Track usage over the die:
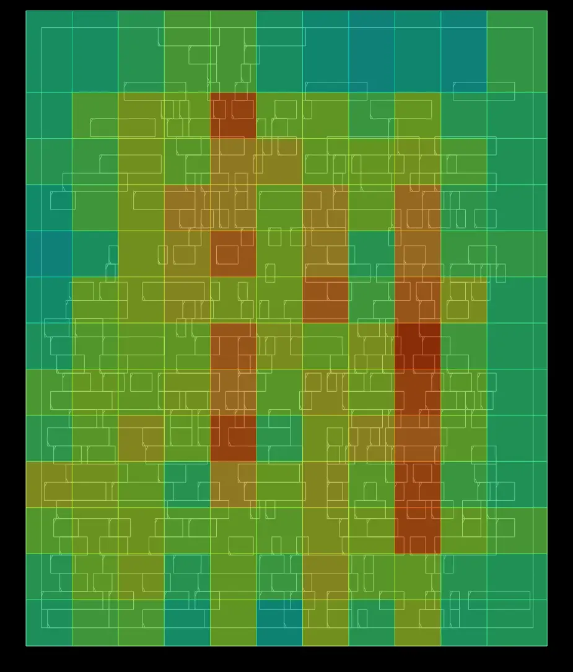
Sequential cells grouped by signal name:
Bar = 20 µm. Other sequential cells in the stronger gray, the rest of the logic in the fainter gray.
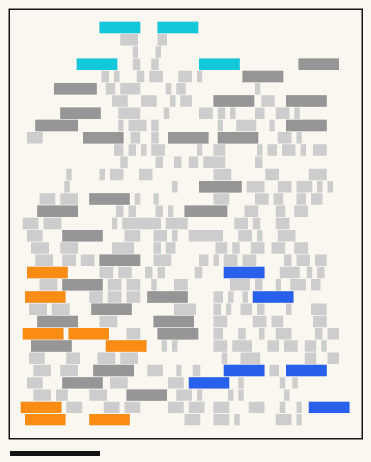
--- src/rtl/uart_rx_deframer.sv ---
// ---------------------------------------------------------------------------
// uart_rx_deframer
//
// Receive-side UART deframer. Synchronizes the serial line, qualifies the
// start bit, shifts in DATA_SIZE data bits LSB first, checks an optional
// parity bit and the stop bit, and reports the result with one-cycle pulses.
// Each bit is decided by a 2-of-3 majority vote around the middle of the bit
// period.
//
// Ports
//   CLK_PAR     in   oversampling clock (PRESCALE x baud)
//   RST_PAR     in   asynchronous active-low reset
//   RX_IN       in   serial line, idle high, asynchronous to CLK_PAR
//   PAR_EN      in   frame carries a parity bit after the data
//   PAR_TYP     in   1 = odd parity, 0 = even parity
//   PRESCALE    in   oversampling ratio (8, 16 or 32)
//   P_DATA      out  last correctly received word
//   data_valid  out  one-cycle pulse, P_DATA updated
//   par_err     out  one-cycle pulse, parity mismatch in the frame just ended
//   stp_err     out  one-cycle pulse, stop bit sampled low
//
// state  | meaning
// -------+----------------------------------------------------------------
// IDLE   | line idle, waiting for rx_s low (that cycle is start-bit edge 0)
// START  | start bit; abort back to IDLE if the mid-bit vote is high
// DATA   | shifting in DATA_SIZE data bits, LSB first
// PARITY | sampling the parity bit and holding the mismatch result
// STOP   | sampling the stop bit; flags registered at the vote edge
// ---------------------------------------------------------------------------
module uart_rx_deframer #(
    parameter int DATA_SIZE = 8
) (
    input  logic                 CLK_PAR,
    input  logic                 RST_PAR,
    input  logic                 RX_IN,
    input  logic                 PAR_EN,
    input  logic                 PAR_TYP,
    input  logic [5:0]           PRESCALE,
    output logic [DATA_SIZE-1:0] P_DATA,
    output logic                 data_valid,
    output logic                 par_err,
    output logic                 stp_err
);

    localparam int BW = $clog2(DATA_SIZE + 1);

    typedef enum logic [2:0] {
        S_IDLE,
        S_START,
        S_DATA,
        S_PARITY,
        S_STOP
    } state_t;

    state_t                 state_q;
    logic [1:0]             sync_q;
    logic [5:0]             p_q;
    logic                   par_en_q;
    logic                   par_typ_q;
    logic [5:0]             edge_cnt_q;
    logic [BW-1:0]          bit_cnt_q;
    logic                   s1_q;
    logic                   s2_q;
    logic [DATA_SIZE-1:0]   shift_q;
    logic                   par_mis_q;
    logic [DATA_SIZE-1:0]   p_data_q;
    logic                   data_valid_q;
    logic                   par_err_q;
    logic                   stp_err_q;

    logic                   rx_s;
    logic [5:0]             half;
    logic                   at_s1;
    logic                   at_s2;
    logic                   at_vote;
    logic                   at_last;
    logic                   vote;
    logic                   par_exp;
    logic [DATA_SIZE-1:0]   shift_d;

    assign rx_s    = sync_q[1];
    assign half    = {1'b0, p_q[5:1]};
    assign at_s1   = (edge_cnt_q == half - 6'd1);
    assign at_s2   = (edge_cnt_q == half);
    assign at_vote = (edge_cnt_q == half + 6'd1);
    assign at_last = (edge_cnt_q == p_q - 6'd1);

    // The third vote sample is the live synchronized line at edge P/2+1.
    assign vote    = (s1_q & s2_q) | (s1_q & rx_s) | (s2_q & rx_s);
    assign shift_d = {vote, shift_q[DATA_SIZE-1:1]};
    assign par_exp = (^shift_q) ^ par_typ_q;

    always_ff @(posedge CLK_PAR or negedge RST_PAR) begin
        if (!RST_PAR) begin
            state_q      <= S_IDLE;
            sync_q       <= 2'b11;
            p_q          <= 6'd0;
            par_en_q     <= 1'b0;
            par_typ_q    <= 1'b0;
            edge_cnt_q   <= 6'd0;
            bit_cnt_q    <= '0;
            s1_q         <= 1'b1;
            s2_q         <= 1'b1;
            shift_q      <= '0;
            par_mis_q    <= 1'b0;
            p_data_q     <= '0;
            data_valid_q <= 1'b0;
            par_err_q    <= 1'b0;
            stp_err_q    <= 1'b0;
        end else begin
            sync_q       <= {sync_q[0], RX_IN};
            data_valid_q <= 1'b0;
            par_err_q    <= 1'b0;
            stp_err_q    <= 1'b0;

            // Common bit-period timing for every state except IDLE; the
            // state branches below override the counter where they exit.
            if (state_q != S_IDLE) begin
                edge_cnt_q <= at_last ? 6'd0 : edge_cnt_q + 6'd1;
                if (at_s1) s1_q <= rx_s;
                if (at_s2) s2_q <= rx_s;
            end

            case (state_q)
                S_IDLE: begin
                    edge_cnt_q <= 6'd0;
                    bit_cnt_q  <= '0;
                    if (!rx_s) begin
                        // This cycle is edge 0, so the next one is edge 1.
                        state_q    <= S_START;
                        edge_cnt_q <= 6'd1;
                        p_q        <= PRESCALE;
                        par_en_q   <= PAR_EN;
                        par_typ_q  <= PAR_TYP;
                        par_mis_q  <= 1'b0;
                    end
                end

                S_START: begin
                    if (at_vote && vote) begin
                        state_q    <= S_IDLE;
                        edge_cnt_q <= 6'd0;
                    end else if (at_last) begin
                        state_q <= S_DATA;
                    end
                end

                S_DATA: begin
                    if (at_vote) shift_q <= shift_d;
                    if (at_last) begin
                        if (bit_cnt_q == BW'(DATA_SIZE - 1)) begin
                            bit_cnt_q <= '0;
                            state_q   <= par_en_q ? S_PARITY : S_STOP;
                        end else begin
                            bit_cnt_q <= bit_cnt_q + 1'b1;
                        end
                    end
                end

                S_PARITY: begin
                    if (at_vote) par_mis_q <= (vote != par_exp);
                    if (at_last) state_q <= S_STOP;
                end

                S_STOP: begin
                    // Leaving mid-stop-bit lets a back-to-back start edge
                    // be seen on time.
                    if (at_vote) begin
                        stp_err_q  <= ~vote;
                        par_err_q  <= par_mis_q;
                        if (vote && !par_mis_q) begin
                            data_valid_q <= 1'b1;
                            p_data_q     <= shift_q;
                        end
                        state_q    <= S_IDLE;
                        edge_cnt_q <= 6'd0;
                    end
                end

                default: begin
                    state_q    <= S_IDLE;
                    edge_cnt_q <= 6'd0;
                end
            endcase
        end
    end

    assign P_DATA     = p_data_q;
    assign data_valid = data_valid_q;
    assign par_err    = par_err_q;
    assign stp_err    = stp_err_q;

endmodule

--- config.mk ---
export PLATFORM = sky130hd
export DESIGN_NAME = uart_rx_deframer
export DESIGN_NICKNAME = d
export VERILOG_FILES = /design/src/rtl/uart_rx_deframer.sv
export SDC_FILE = /design/constraint.sdc
export NUM_CORES = 1
export LEC_CHECK = 0
export CAP_MARGIN = 20
export CELL_PAD_IN_SITES_DETAIL_PLACEMENT = 1
export CELL_PAD_IN_SITES_GLOBAL_PLACEMENT = 2
export CORE_AREA = 2 2 76 93
export CTS_CLUSTER_SIZE = 28
export DETAILED_ROUTE_END_ITERATION = 10
export DIE_AREA = 0 0 78 95
export PLACE_DENSITY = 0.78
export SLEW_MARGIN = 20
export SYNTH_ARGS = -nofsm -noshare
export SYNTH_HDL_FRONTEND = slang
export SYNTH_SLANG_ARGS = --single-unit
--- constraint.sdc ---
create_clock -name CLK_PAR -period 5.74 [get_ports CLK_PAR]
set_input_delay 0.861 -clock CLK_PAR [delete_from_list [all_inputs] [get_ports CLK_PAR]]
set_output_delay 0.861 -clock CLK_PAR [all_outputs]
set_load 0.01 [all_outputs]
==> qor_table.md <==
| Item | This run | Unit |
| --- | --- | --- |
| Status | finished clean | - |
| Routed Antenna Nets | 0 | - |
| Clock-pin transition on the worst setup and hold timing paths | 0.11 | ns |
| Dominant cells by area after synthesis | sky130_fd_sc_hd__dfrtp_1 (40%), sky130_fd_sc_hd__mux2_2 (8.9%), sky130_fd_sc_hd__xnor2_1 (6.9%) | - |
| Slew margin rel. | 48.94 | % |
| CTS tree | done | - |
| R2r setup slk | 2.95 | ns |
| Met3 routed WL | 110 | µm |
| Fin. Hold Viols | 0 | - |
| Synth cell count leaders | sky130_fd_sc_hd__dfrtp_1 (41), sky130_fd_sc_hd__nand2_1 (31), sky130_fd_sc_hd__mux2_2 (20), sky130_fd_sc_hd__xnor2_1 (20), sky130_fd_sc_hd__nor2_1 (14) | - |
| Clock network fraction of design power | 16.8 | % |
| Slowest CP cell | sky130_fd_sc_hd__nor4b_4 | - |
| Combined area of all synthesized cells | 0.002544 | mm² |
| Most common cell in the netlist | sky130_fd_sc_hd__dfrtp_1 | - |
| Crit-path max FO | 9 | - |
| Type of destination of the critical path | flip-flop | - |
| Antenna violations before repair | 0 | - |
| Worst path top cell family by delay | simple AND/OR/NAND/NOR gates | - |
| Crit Reg-Reg Startpoint | p_q[2] | - |
| Core area | 0.006606 | mm² |
| Met2 Wirelength | 2.966 | mm |
| Yosys top cell area share | 40.33 | % |
| Most common logic cells in the final layout | sky130_fd_sc_hd__dfrtp_1 (41), sky130_fd_sc_hd__nand2_1 (31), sky130_fd_sc_hd__xnor2_1 (20), sky130_fd_sc_hd__mux2_2 (20), sky130_fd_sc_hd__clkdlybuf4s50_1 (20) | - |
| Count of state elements after synthesis | 45 | - |
| Clock sink count | 45 | - |
| Post-CTS repair timing setup buffer count | 0 | - |
| Routability congestion estimate | 0.8533 | - |
| Final #Nets | 281 | - |
| Number of buffers inserted for hold repair after clock tree synthesis | 0 | - |
| Number of buffers between clock root and the deepest sink | 2 | - |
| Fa+ha+maj area frac | 3.345 | % |
| Final wirelength | 5.624 | mm |
| Insertion delay of the later-clocked pin in the worst-skew pair | 0.31 | ns |
| Synth Area in Simple Gates | 18.69 | % |
| Met2 capacity usage during global routing | 29.74 | % |
| Non-Filler Instances | 352 | - |
| Most common cell after layout, fill and taps aside | sky130_fd_sc_hd__dfrtp_1 | - |
| Final routed wire length divided by cell count | 15.98 | µm |
| Number of slew-limit violations in the final report | 0 | - |
| Yosys warns | 0 | - |
| Group drawing the most power | combinational cells | - |
| Cells after DPL | 344 | - |
| Unrepaired setup endpoints after global routing | false | - |
| Mux cell area share | 9.247 | % |
| Required time reported for the critical path endpoint | 5.95 | ns |
| XOR-XNOR Cells, Area Fraction | 9.985 | % |
| Final instance area | 0.002890 | mm² |
| Share of synthesized registers carrying an async set or reset | 100.0 | % |
| Worst hold margin | 0.3647 | ns |
| Ratio of routed vias to standard cells | 5.247 | - |
| Chip Area | 0.007410 | mm² |
| Floorplan utilization | 38.50 | % |
| Depth of the critical timing path with buffers and inverters included | 8 | - |
| Post-Place Setup Slack | 2.881 | ns |
| Destination of the worst register-to-register timing path | P_DATA[2] | - |
| Vias in the first global route | 1978 | - |
| Hold wc startpoint | sync_q[0] | - |
| Horiz. Die Dim | 78 | µm |
| Worst-case reg-to-reg path depth | 8 | - |
| Routed length on met1 | 2.465 | mm |
| Leakage power summed over all cells | 1.254 | nW |
| Highest clock frequency the design can meet | 358.0 | MHz |
| Number of placement rows | 33 | - |
| Share of final-layout standard cells stronger than drive strength 1 | 16.60 | % |
| Number of synthesized flops with an enable pin | 0 | - |
| Internal power contribution | 0.7300 | mW |
| I/O pin cnt | 22 | - |
| Ant diodes | 0 | - |
| Post-route worst setup slack | 2.946 | ns |
| GR Util met1 | 20.64 | % |
| Top routing layer used | met4 | - |
| Setup violators final | 0 | - |
| Summed standard-cell area reported by yosys | 0.002544 | mm² |
| Distinct lib cells | 51 | - |
| Class of the most critical hold timing path | flip-flop to flip-flop | - |
| First-pass GRT wire length | 9.756 | mm |
| Data arrival, critical path | 3.00 | ns |
| Cell Chain, Critical Path | inv_1 > ha_1 > xnor2_1 > nand2_1 > nor4_4 > nand2_4 > nor4b_4 > mux2_2 | - |
| Worst setup path start | p_q[2] | - |
| Max rail drop VDD | 145.1 | µV |
| Endpoint, Worst Hold | sync_q[1] | - |
| Slew at the pin closest to its max-slew limit | 0.7630 | ns |
| Number of cells on the worst hold path | 0 | - |
| Maximum Capacitance Violations | 0 | - |
| CP startpoint kind | flip-flop | - |
| Post-synthesis cell count from yosys | 249 | - |
| Number of design rule violations left after detail routing | 0 | - |
| Instance area at placement | 0.002790 | mm² |
| Tot GR Track Use | 16.88 | % |
| Vias after detailed routing | 1847 | - |
| Total half-perimeter wirelength after legalization and detailed placement | 4.245 | mm |
| Avg Cell Area, Syn | 10.22 | µm² |
| 1st-pass router iterations | 4 | - |
| Share of total power in combinational logic | 44.0 | % |
| Total negative setup slack | 0 | ns |
| Cell taking the most area after synthesis | sky130_fd_sc_hd__dfrtp_1 | - |
| Logic power comb | 0.572 | mW |
About 'track usage over the die':
global-route met3 utilization: 3.059%
layer with the highest usage: met2

About 'sequential cells grouped by signal name':
Blue is p_q, placed flops 6. Cyan is bit_cnt_q, placed flops 4. Orange is P_DATA, placed flops 8, where south-west.
Another 27 sequential cells are not colored.
footprint of the flip-flops and latches: 0.001131 mm²
power in sequential cells: 0.509 mW
final core utilization: 43.75%

sequential cells by signal, summed over array words and instances (netlist names):
| signal | cells |
|---|---|
| P_DATA | 8 |
| shift_q | 8 |
| edge_cnt_q | 6 |
| p_q | 6 |
| bit_cnt_q | 4 |
| state_q | 3 |
| sync_q | 2 |
| data_valid | 1 |
| par_en_q | 1 |
| par_err | 1 |
| par_mis_q | 1 |
| par_typ_q | 1 |
| s1_q | 1 |
| s2_q | 1 |
| stp_err | 1 |
area by class of cell:
type                    instances  area (µm²)  area share [%]
clock buffers                   5       68.82           2.381
inverters                      10       37.54           1.299
repair buffers                 21       207.7           7.186
clock inverters                 3       28.78          0.9957
well taps                      87       108.9           3.766
flip-flops and latches         45        1131           39.13
multi-input cells             181        1308           45.24
Power figures rest on the tool's default switching activity, not on a simulated workload.
